### config.mk
export PLATFORM = sky130hd
export DESIGN_NAME = burst_wr_ctrl_flat
export DESIGN_NICKNAME = d
export VERILOG_FILES = /design/src/rtl/burst_wr_ctrl_if.sv /design/src/rtl/burst_wr_ctrl.sv /design/src/flat_wrapper.sv
export SDC_FILE = /design/constraint.sdc
export NUM_CORES = 1
export LEC_CHECK = 0
export CAP_MARGIN = 20
export CELL_PAD_IN_SITES_DETAIL_PLACEMENT = 0
export CELL_PAD_IN_SITES_GLOBAL_PLACEMENT = 2
export CORE_ASPECT_RATIO = 1.2
export CORE_MARGIN = 2
export CORE_UTILIZATION = 33
export DETAILED_ROUTE_END_ITERATION = 8
export PLACE_DENSITY = 0.9
export SYNTH_ARGS = -nofsm -noshare
export SYNTH_HDL_FRONTEND = slang
export SYNTH_SLANG_ARGS = --single-unit
### constraint.sdc
create_clock -name clk -period 9.6 [get_ports clk]
set_input_delay 2.4 -clock clk [delete_from_list [all_inputs] [get_ports clk]]
set_output_delay 2.4 -clock clk [all_outputs]
set_load 0.005 [all_outputs]
### src/rtl/burst_wr_ctrl_if.sv
// Request, show-ahead FIFO and Avalon-MM burst write signals of burst_wr_ctrl.
// The controller uses the master modport; the surrounding logic uses slave.
interface burst_wr_ctrl_if #(
  parameter int DATA_W    = 32,
  parameter int ADDR_W    = 32,
  parameter int MAX_BURST = 16,
  parameter int LEN_W     = 16
);
  localparam int BYTES = DATA_W / 8;
  localparam int BC_W  = $clog2(MAX_BURST) + 1;

  logic              start;
  logic [LEN_W-1:0]  len;
  logic [ADDR_W-1:0] dst_addr;
  logic [ADDR_W-1:0] ring_base;
  logic [ADDR_W-1:0] ring_limit;
  logic              busy;
  logic              done;
  logic              fifo_empty;
  logic [DATA_W-1:0] fifo_data;
  logic              fifo_rd;
  logic [ADDR_W-1:0] address;
  logic              write;
  logic [DATA_W-1:0] writedata;
  logic [BYTES-1:0]  byteenable;
  logic [BC_W-1:0]   burstcount;
  logic              waitrequest;

  modport master (
    input  start, len, dst_addr, ring_base, ring_limit,
    input  fifo_empty, fifo_data, waitrequest,
    output busy, done, fifo_rd, address, write, writedata, byteenable, burstcount
  );

  modport slave (
    output start, len, dst_addr, ring_base, ring_limit,
    output fifo_empty, fifo_data, waitrequest,
    input  busy, done, fifo_rd, address, write, writedata, byteenable, burstcount
  );
endinterface

### src/rtl/burst_wr_ctrl.sv
// Drains a packet from a show-ahead FIFO into a ring buffer as Avalon-MM write
// bursts; bursts are cut at MAX_BURST beats and at the ring limit.
module burst_wr_ctrl #(
  parameter int DATA_W    = 32,
  parameter int ADDR_W    = 32,
  parameter int MAX_BURST = 16,
  parameter int LEN_W     = 16
) (
  input logic             clk,
  input logic             reset,
  burst_wr_ctrl_if.master bus
);
  localparam int BYTES = DATA_W / 8;
  localparam int BC_W  = $clog2(MAX_BURST) + 1;
  localparam int SH    = $clog2(BYTES);

  typedef enum logic [1:0] {IDLE, SETUP, BURST, DONE} state_t;

  state_t            state_q, state_d;
  logic [ADDR_W-1:0] cur_addr_q, cur_addr_d;
  logic [ADDR_W-1:0] address_q, address_d;
  logic [LEN_W-1:0]  words_left_q, words_left_d;
  logic [BC_W-1:0]   burstcount_q, burstcount_d;
  logic [BC_W-1:0]   beats_left_q, beats_left_d;
  logic              done_q, done_d;
  logic [ADDR_W-1:0] base_q, limit_q;
  logic [BYTES-1:0]  last_be_q;

  logic [LEN_W-1:0]  rem;
  logic [LEN_W-1:0]  start_words;
  logic [BYTES-1:0]  start_be;
  logic [ADDR_W-1:0] room;
  logic [ADDR_W-1:0] end_addr;
  logic [ADDR_W-1:0] wrap_addr;
  logic [BC_W-1:0]   bc_calc;
  logic              accept;
  logic              latch;

  // Word count and final-beat byte mask derived from the requested length.
  always_comb begin
    rem         = bus.len & LEN_W'(BYTES - 1);
    start_words = (bus.len >> SH) + LEN_W'(rem != '0);
    for (int b = 0; b < BYTES; b++) begin
      start_be[b] = (rem == '0) || (LEN_W'(b) < rem);
    end
  end

  always_comb begin
    room    = (limit_q - cur_addr_q) >> SH;
    bc_calc = BC_W'(MAX_BURST);
    if (room < ADDR_W'(MAX_BURST)) bc_calc = BC_W'(room);
    if (words_left_q < LEN_W'(bc_calc)) bc_calc = BC_W'(words_left_q);
    end_addr  = address_q + (ADDR_W'(burstcount_q) << SH);
    wrap_addr = (end_addr == limit_q) ? base_q : end_addr;
  end

  assign accept = (state_q == BURST) && !bus.fifo_empty && !bus.waitrequest;

  always_comb begin
    state_d      = state_q;
    cur_addr_d   = cur_addr_q;
    address_d    = address_q;
    words_left_d = words_left_q;
    burstcount_d = burstcount_q;
    beats_left_d = beats_left_q;
    done_d       = 1'b0;
    latch        = 1'b0;
    case (state_q)
      IDLE: begin
        if (bus.start) begin
          latch        = 1'b1;
          cur_addr_d   = bus.dst_addr;
          words_left_d = start_words;
          state_d      = (start_words != '0) ? SETUP : DONE;
        end
      end
      SETUP: begin
        address_d    = cur_addr_q;
        burstcount_d = bc_calc;
        beats_left_d = bc_calc;
        state_d      = BURST;
      end
      BURST: begin
        if (accept) begin
          words_left_d = words_left_q - LEN_W'(1);
          beats_left_d = beats_left_q - BC_W'(1);
          if (beats_left_q == BC_W'(1)) begin
            cur_addr_d = wrap_addr;
            state_d    = (words_left_q != LEN_W'(1)) ? SETUP : DONE;
          end
        end
      end
      DONE: begin
        done_d  = 1'b1;
        state_d = IDLE;
      end
      default: state_d = IDLE;
    endcase
  end

  always_ff @(posedge clk) begin
    if (!reset) begin
      state_q      <= IDLE;
      cur_addr_q   <= '0;
      address_q    <= '0;
      words_left_q <= '0;
      burstcount_q <= '0;
      beats_left_q <= '0;
      done_q       <= 1'b0;
    end else begin
      state_q      <= state_d;
      cur_addr_q   <= cur_addr_d;
      address_q    <= address_d;
      words_left_q <= words_left_d;
      burstcount_q <= burstcount_d;
      beats_left_q <= beats_left_d;
      done_q       <= done_d;
    end
  end

  // Ring bounds and tail mask only matter while a transfer is active.
  always_ff @(posedge clk) begin
    if (latch) begin
      base_q    <= bus.ring_base;
      limit_q   <= bus.ring_limit;
      last_be_q <= start_be;
    end
  end

  assign bus.write      = (state_q == BURST) && !bus.fifo_empty;
  assign bus.writedata  = bus.fifo_data;
  assign bus.fifo_rd    = accept;
  assign bus.byteenable = (state_q != BURST) ? '0 :
                          (words_left_q == LEN_W'(1)) ? last_be_q : '1;
  assign bus.busy       = (state_q != IDLE);
  assign bus.done       = done_q;
  assign bus.address    = address_q;
  assign bus.burstcount = burstcount_q;
endmodule

### src/flat_wrapper.sv
// flat-port wrapper written by rule: the top's interface ports become plain ports
module burst_wr_ctrl_flat 
#(
  parameter int DATA_W    = 32,
  parameter int ADDR_W    = 32,
  parameter int MAX_BURST = 16,
  parameter int LEN_W     = 16
)
  (clk, reset, bus_start, bus_len, bus_dst_addr, bus_ring_base, bus_ring_limit, bus_fifo_empty, bus_fifo_data, bus_waitrequest, bus_busy, bus_done, bus_fifo_rd, bus_address, bus_write, bus_writedata, bus_byteenable, bus_burstcount);
  burst_wr_ctrl_if #(.DATA_W(DATA_W), .ADDR_W(ADDR_W), .MAX_BURST(MAX_BURST), .LEN_W(LEN_W)) bus_i ();
  input logic clk;
  input logic reset;
  input wire logic [$bits(bus_i.start)-1:0] bus_start;
  input wire logic [$bits(bus_i.len)-1:0] bus_len;
  input wire logic [$bits(bus_i.dst_addr)-1:0] bus_dst_addr;
  input wire logic [$bits(bus_i.ring_base)-1:0] bus_ring_base;
  input wire logic [$bits(bus_i.ring_limit)-1:0] bus_ring_limit;
  input wire logic [$bits(bus_i.fifo_empty)-1:0] bus_fifo_empty;
  input wire logic [$bits(bus_i.fifo_data)-1:0] bus_fifo_data;
  input wire logic [$bits(bus_i.waitrequest)-1:0] bus_waitrequest;
  output wire logic [$bits(bus_i.busy)-1:0] bus_busy;
  output wire logic [$bits(bus_i.done)-1:0] bus_done;
  output wire logic [$bits(bus_i.fifo_rd)-1:0] bus_fifo_rd;
  output wire logic [$bits(bus_i.address)-1:0] bus_address;
  output wire logic [$bits(bus_i.write)-1:0] bus_write;
  output wire logic [$bits(bus_i.writedata)-1:0] bus_writedata;
  output wire logic [$bits(bus_i.byteenable)-1:0] bus_byteenable;
  output wire logic [$bits(bus_i.burstcount)-1:0] bus_burstcount;
  assign bus_i.start = bus_start;
  assign bus_i.len = bus_len;
  assign bus_i.dst_addr = bus_dst_addr;
  assign bus_i.ring_base = bus_ring_base;
  assign bus_i.ring_limit = bus_ring_limit;
  assign bus_i.fifo_empty = bus_fifo_empty;
  assign bus_i.fifo_data = bus_fifo_data;
  assign bus_i.waitrequest = bus_waitrequest;
  assign bus_busy = bus_i.busy;
  assign bus_done = bus_i.done;
  assign bus_fifo_rd = bus_i.fifo_rd;
  assign bus_address = bus_i.address;
  assign bus_write = bus_i.write;
  assign bus_writedata = bus_i.writedata;
  assign bus_byteenable = bus_i.byteenable;
  assign bus_burstcount = bus_i.burstcount;
  burst_wr_ctrl #(.DATA_W(DATA_W), .ADDR_W(ADDR_W), .MAX_BURST(MAX_BURST), .LEN_W(LEN_W)) u_core (.clk(clk), .reset(reset), .bus(bus_i));
endmodule
Cell sizes after repair:
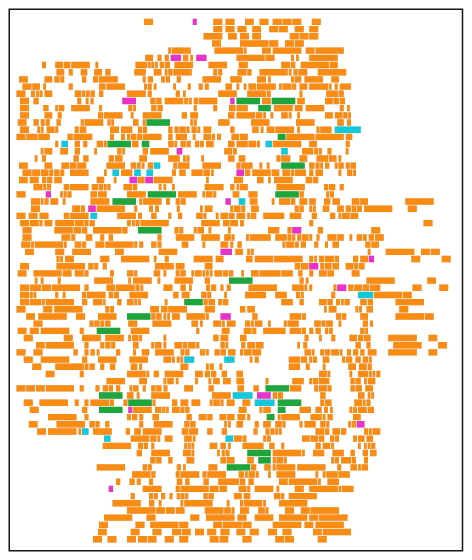
[x2] magenta | cells: 22 | most used: or2_2
[x1 and smaller] orange | cells: 1337 | most used: nand2_1
[x6 and larger] green | cells: 26 | most used: clkbuf_16
[x3 and x4] cyan | cells: 18 | most used: buf_4
final worst-path setup slack: 3.15 ns
Buffers, non-clock: 170
Area growth syn-to-layout: 20.6%
post-route cell area: 0.0133 mm²

The clock network:
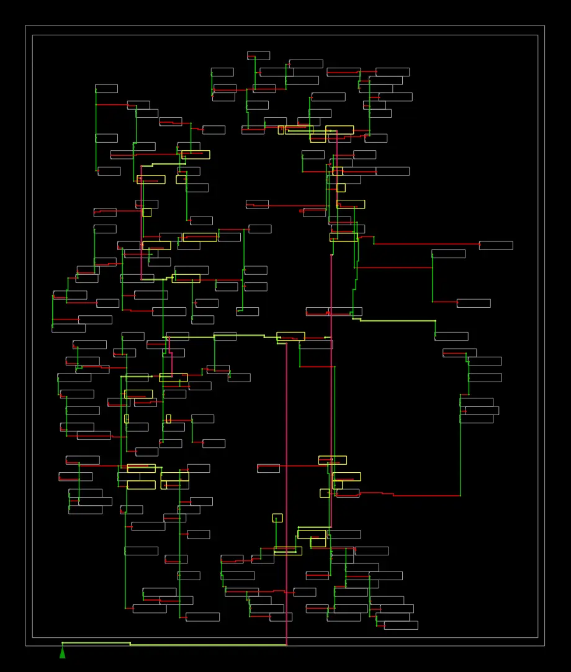
# clock sinks: 160
clk pwr: 694 µW

Selected gate families:
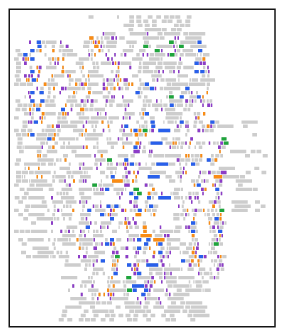
[mux cells] green | cells: 18 | most used: mux2i_1
[xor and xnor cells] blue | cells: 83 | most used: xnor2_1
[nor cells] orange | cells: 148 | most used: nor2_1 | where: all over the die
[nand cells] purple | cells: 261 | most used: nand2_1

Cell classes on the final placement:
Bar = 50 µm. Fill, decap, tap and diode cells in gray.
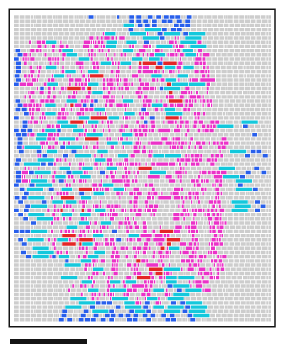
[registers] cyan | cells: 160 | share of their area: 30%
[clock drivers and dummy loads] red | cells: 32 | share of their area: 4.6%
[remaining logic cells] magenta | cells: 1041 | share of their area: 52%
[remaining buffers and delay cells] blue | cells: 170 | share of their area: 13%

Metal 2:
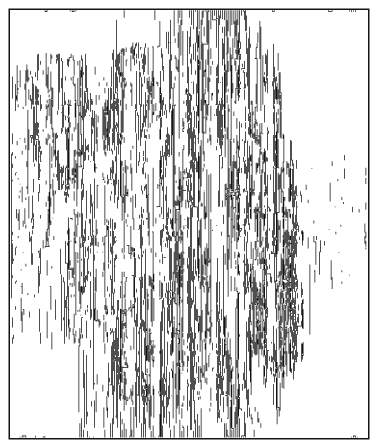
wire length on this layer: 16900 µm
longest straight run: 84.7 µm
final WL: 36400 µm
vias: 10000

==> flow_summary.yaml <==
# synthesis and place-and-route metrics
synth:
  ys_warn_count: 0
  ys.flops: 160
  synth-edff-count: 67
  syn-cell-area_mm2: 0.0110
  synth_chip_area_mm2: 0.0110
  syn_avg_cell_area_um2: 8.47
  async_flop_share_pct: 0
  synth-main-ff-cell: "dfxtp_1"
  synth_cell_types: 83
  fp_nets: 1502
  ys_cells: 1305
  syn_inst: 1305
  ys_seq_share_pct: 35.1
run:
  warnings: 29
  maxCapViolations: 0
worst_setup_path:
  crit_slowest_cell: "clkdlybuf4s50_1"
  path_depth: 4
  worst_path_most_repeated_cell: "clkdlybuf4s50_1"
  end_kind: "output port"
  regToRegStartpoint: "u_core.limit_q[10]$_DFFE_PP_"
  critical_path.max_fanout: 7
  crit_arrival_ns: 4.05
  path_cells: "clkdlybuf4s50_1 -> or3_1 -> inv_1 -> clkdlybuf4s50_1"
  r2r_cells: 20
  critPathKind: "input port to output port"
  reg2reg_slack_ns: 3.72
  endpoint: "bus_fifo_rd"
  reg2reg_to: "u_core.bus.burstcount[2]$_SDFFE_PN0P_"
  cp.required_ns: 7.20
  crit_buf_inv: 3
  cp-start-kind: "input port"
  timing.critical_path.from: "bus_fifo_empty"
  cp_top_family: "buffers and inverters"
  cpPeakStageDelay_ns: 0.52
sta:
  hold_viol: 0
  rsz0062_at_grt: "no"
  tns_ns: 0
  finClkSkew_ns: 0.0165
  max_freq_ghz: 0.155
  layout_min_cycle_time_ns: 6.45
  maxSlewViolCount: 0
  fin_crit_sh_pct: 67.2
  tightestPinTransition_ns: 1.02
  relSlewSlack_pct: 31.2
finish:
  diodes: 0
  logic_area_mm2: 0.00640
  layout_top_cell: "nand2_1"
  nets: 1587
  final_cell_mix: "nand2_1 (161), clkdlybuf4s50_1 (160), dfxtp_1 (93)"
  drive_gt1_share_pct: 4.70
  layout.cells.non_filler: 1853
  nFillCells: 3404
  flop_area_mm2: 0.00387
cts:
  htree_levels: 4
  clkLatencyLatePin_ns: 0.45
  post_cts_buffers: 0
  cts_tree: "done"
  cts_hold_buffers: 0
  root_buffer: "clkbuf_16"
  cts_max_path_buffers: 2
  cts_made_buffers: 17
  clkTransAtPathRegs_ns: 0.07
  cts_resized: 0
global_routing:
  grt_pass1_wl_um: 55700
  grt-ovfl-total: 0
  grt_max_degree: 69
  grt_usage_pct: 20.9
  grt_pass1_vias: 9733
  antenna_found_initial: 0
die:
  fp.dieArea_mm2: 0.0350
  ioPinCount: 226
  die_x_um: 171
  initial_core_util_pct: 33.4
  die_height_um: 204
  coreArea_mm2: 0.0331
  std_cell_rows: 73
placement:
  dp_hpwl_um: 27700
  io_buffer_count: 161
  gp_congestion: 0.910
  dp.cells: 1820
route:
  drc: 0
  via_per_inst: 5.40
  drt-initial-drc-count: 624
  wire_per_inst_um: 19.6
  first_pass_iters: 5
  drt.antenna.violating_nets: 0
power:
  power_density_mw_per_mm2: 160
  cellLeakagePower_nw: 4.72
  ir_drop_uv: 96.4
  power_mw: 2.13
worst_hold_path:
  min_from: "u_core.words_left_q[13]$_SDFFE_PN0P_"
  whs_path_depth: 1
  min_path_type: "flop to flop"
  holdPathEnd: "u_core.words_left_q[13]$_SDFFE_PN0P_"
run_status:
  status: "finished clean"
-- layout make-up --
cell class / count / share of cell area (%)
multi-input cells: 981 / 48.0
well taps: 450 / 4.23
clock buffers: 22 / 3.64
repair buffers: 170 / 12.6
flip-flops and latches: 160 / 29.1
clock inverters: 10 / 0.742
inverters: 60 / 1.70
-- through the flow --
stage | cell area, µm² | hold WS (ns) | util [%] | setup slack, ns
after floorplan | 11000 | 0.429 | - | 4.18
after detailed placement | 12700 | 0.453 | 38.5 | 3.14
after CTS | 13300 | 0.467 | 40.3 | 3.14
final | 13300 | 0.471 | 40.3 | 3.15
after global routing | 13300 | 0.495 | 40.3 | 3.06
after global placement | 12700 | 0.456 | 38.5 | 3.15
-- sequential cells by signal, indices dropped and copies added (netlist names) --
register               flops
u_core.base_q             32
u_core.bus.address        32
u_core.cur_addr_q         32
u_core.limit_q            32
u_core.words_left_q       16
u_core.beats_left_q        5
u_core.bus.burstcount      5
u_core.last_be_q           3
u_core.state_q             2
u_core.bus.done            1
-- power breakdown --
part	internal, mW	switching [mW]	total [mW]
Sequential	0.770	0.0596	0.829
Combinational	0.245	0.360	0.605
Clock	0.390	0.304	0.694
-- worst reg2reg max path, cell delays in order, from the launching register on --
cell and delay, ns:
edfxtp_1 0.47, ha_1 0.53, a21oi_1 0.16, o21ai_0 0.46
nor2_1 0.07, a21oi_1 0.34, o21ai_0 0.20, o41a_1 0.36
xnor2_1 0.16, or4_1 0.57, nor3_4 0.45, nand2_1 0.11
ha_1 0.31, a21o_1 0.18, a21oi_1 0.15, nor2_1 0.06
or3_1 0.35, nor2_1 0.17, nor2_1 0.08, and3_1 0.20
or3_1 0.36
-- kinds of logic after synthesis --
| kind of cell | share of synthesized area, % |
|---|---|
| multiplexers | 1.64 |
| XOR/XNOR | 7.46 |
| AND/OR/NAND/NOR | 21.9 |
| buffers and inverters | 7.10 |
| flip-flops | 35.1 |
| adder cells (fa/ha/maj) | 5.50 |
| AND-OR/OR-AND | 21.3 |
-- layer usage --
metal,vias to the layer above,routed length [µm],global-route usage [%]
met3,47,1750,3.27
met2,273,16900,33.5
met1,4798,16900,28.4
li1,4895,-,-
met5,-,0,0
met4,0,885,7.38
-- synth_stat cells, drive strengths merged, types with 6 or more instances --
master,number,area [µm²]
nor2b,10,62.6
ha,47,588
a21o,11,82.6
or3,24,150
or4,9,71.3
a31oi,33,206
nand2b,22,138
nand4,29,188
xor2,32,280
o21a,16,120
xnor2,44,385
xnor3,6,135
inv,59,221
o31a,7,61.3
a22o,8,70.1
and3,10,62.6
buf,46,342
and2,11,68.8
nand2,161,604
o211ai,9,67.6
dfxtp,93,1860
o21ai,83,415
mux2i,17,170
a211oi,10,75.1
o221ai,7,61.3
nor2,74,302
edfxtp,67,2010
a21oi,80,404
clkbuf,58,218
a21boi,33,248
nand3,43,215
nor4,10,92.6
nor3,48,252
and4,9,78.8
Power and IR drop assume default switching activity.
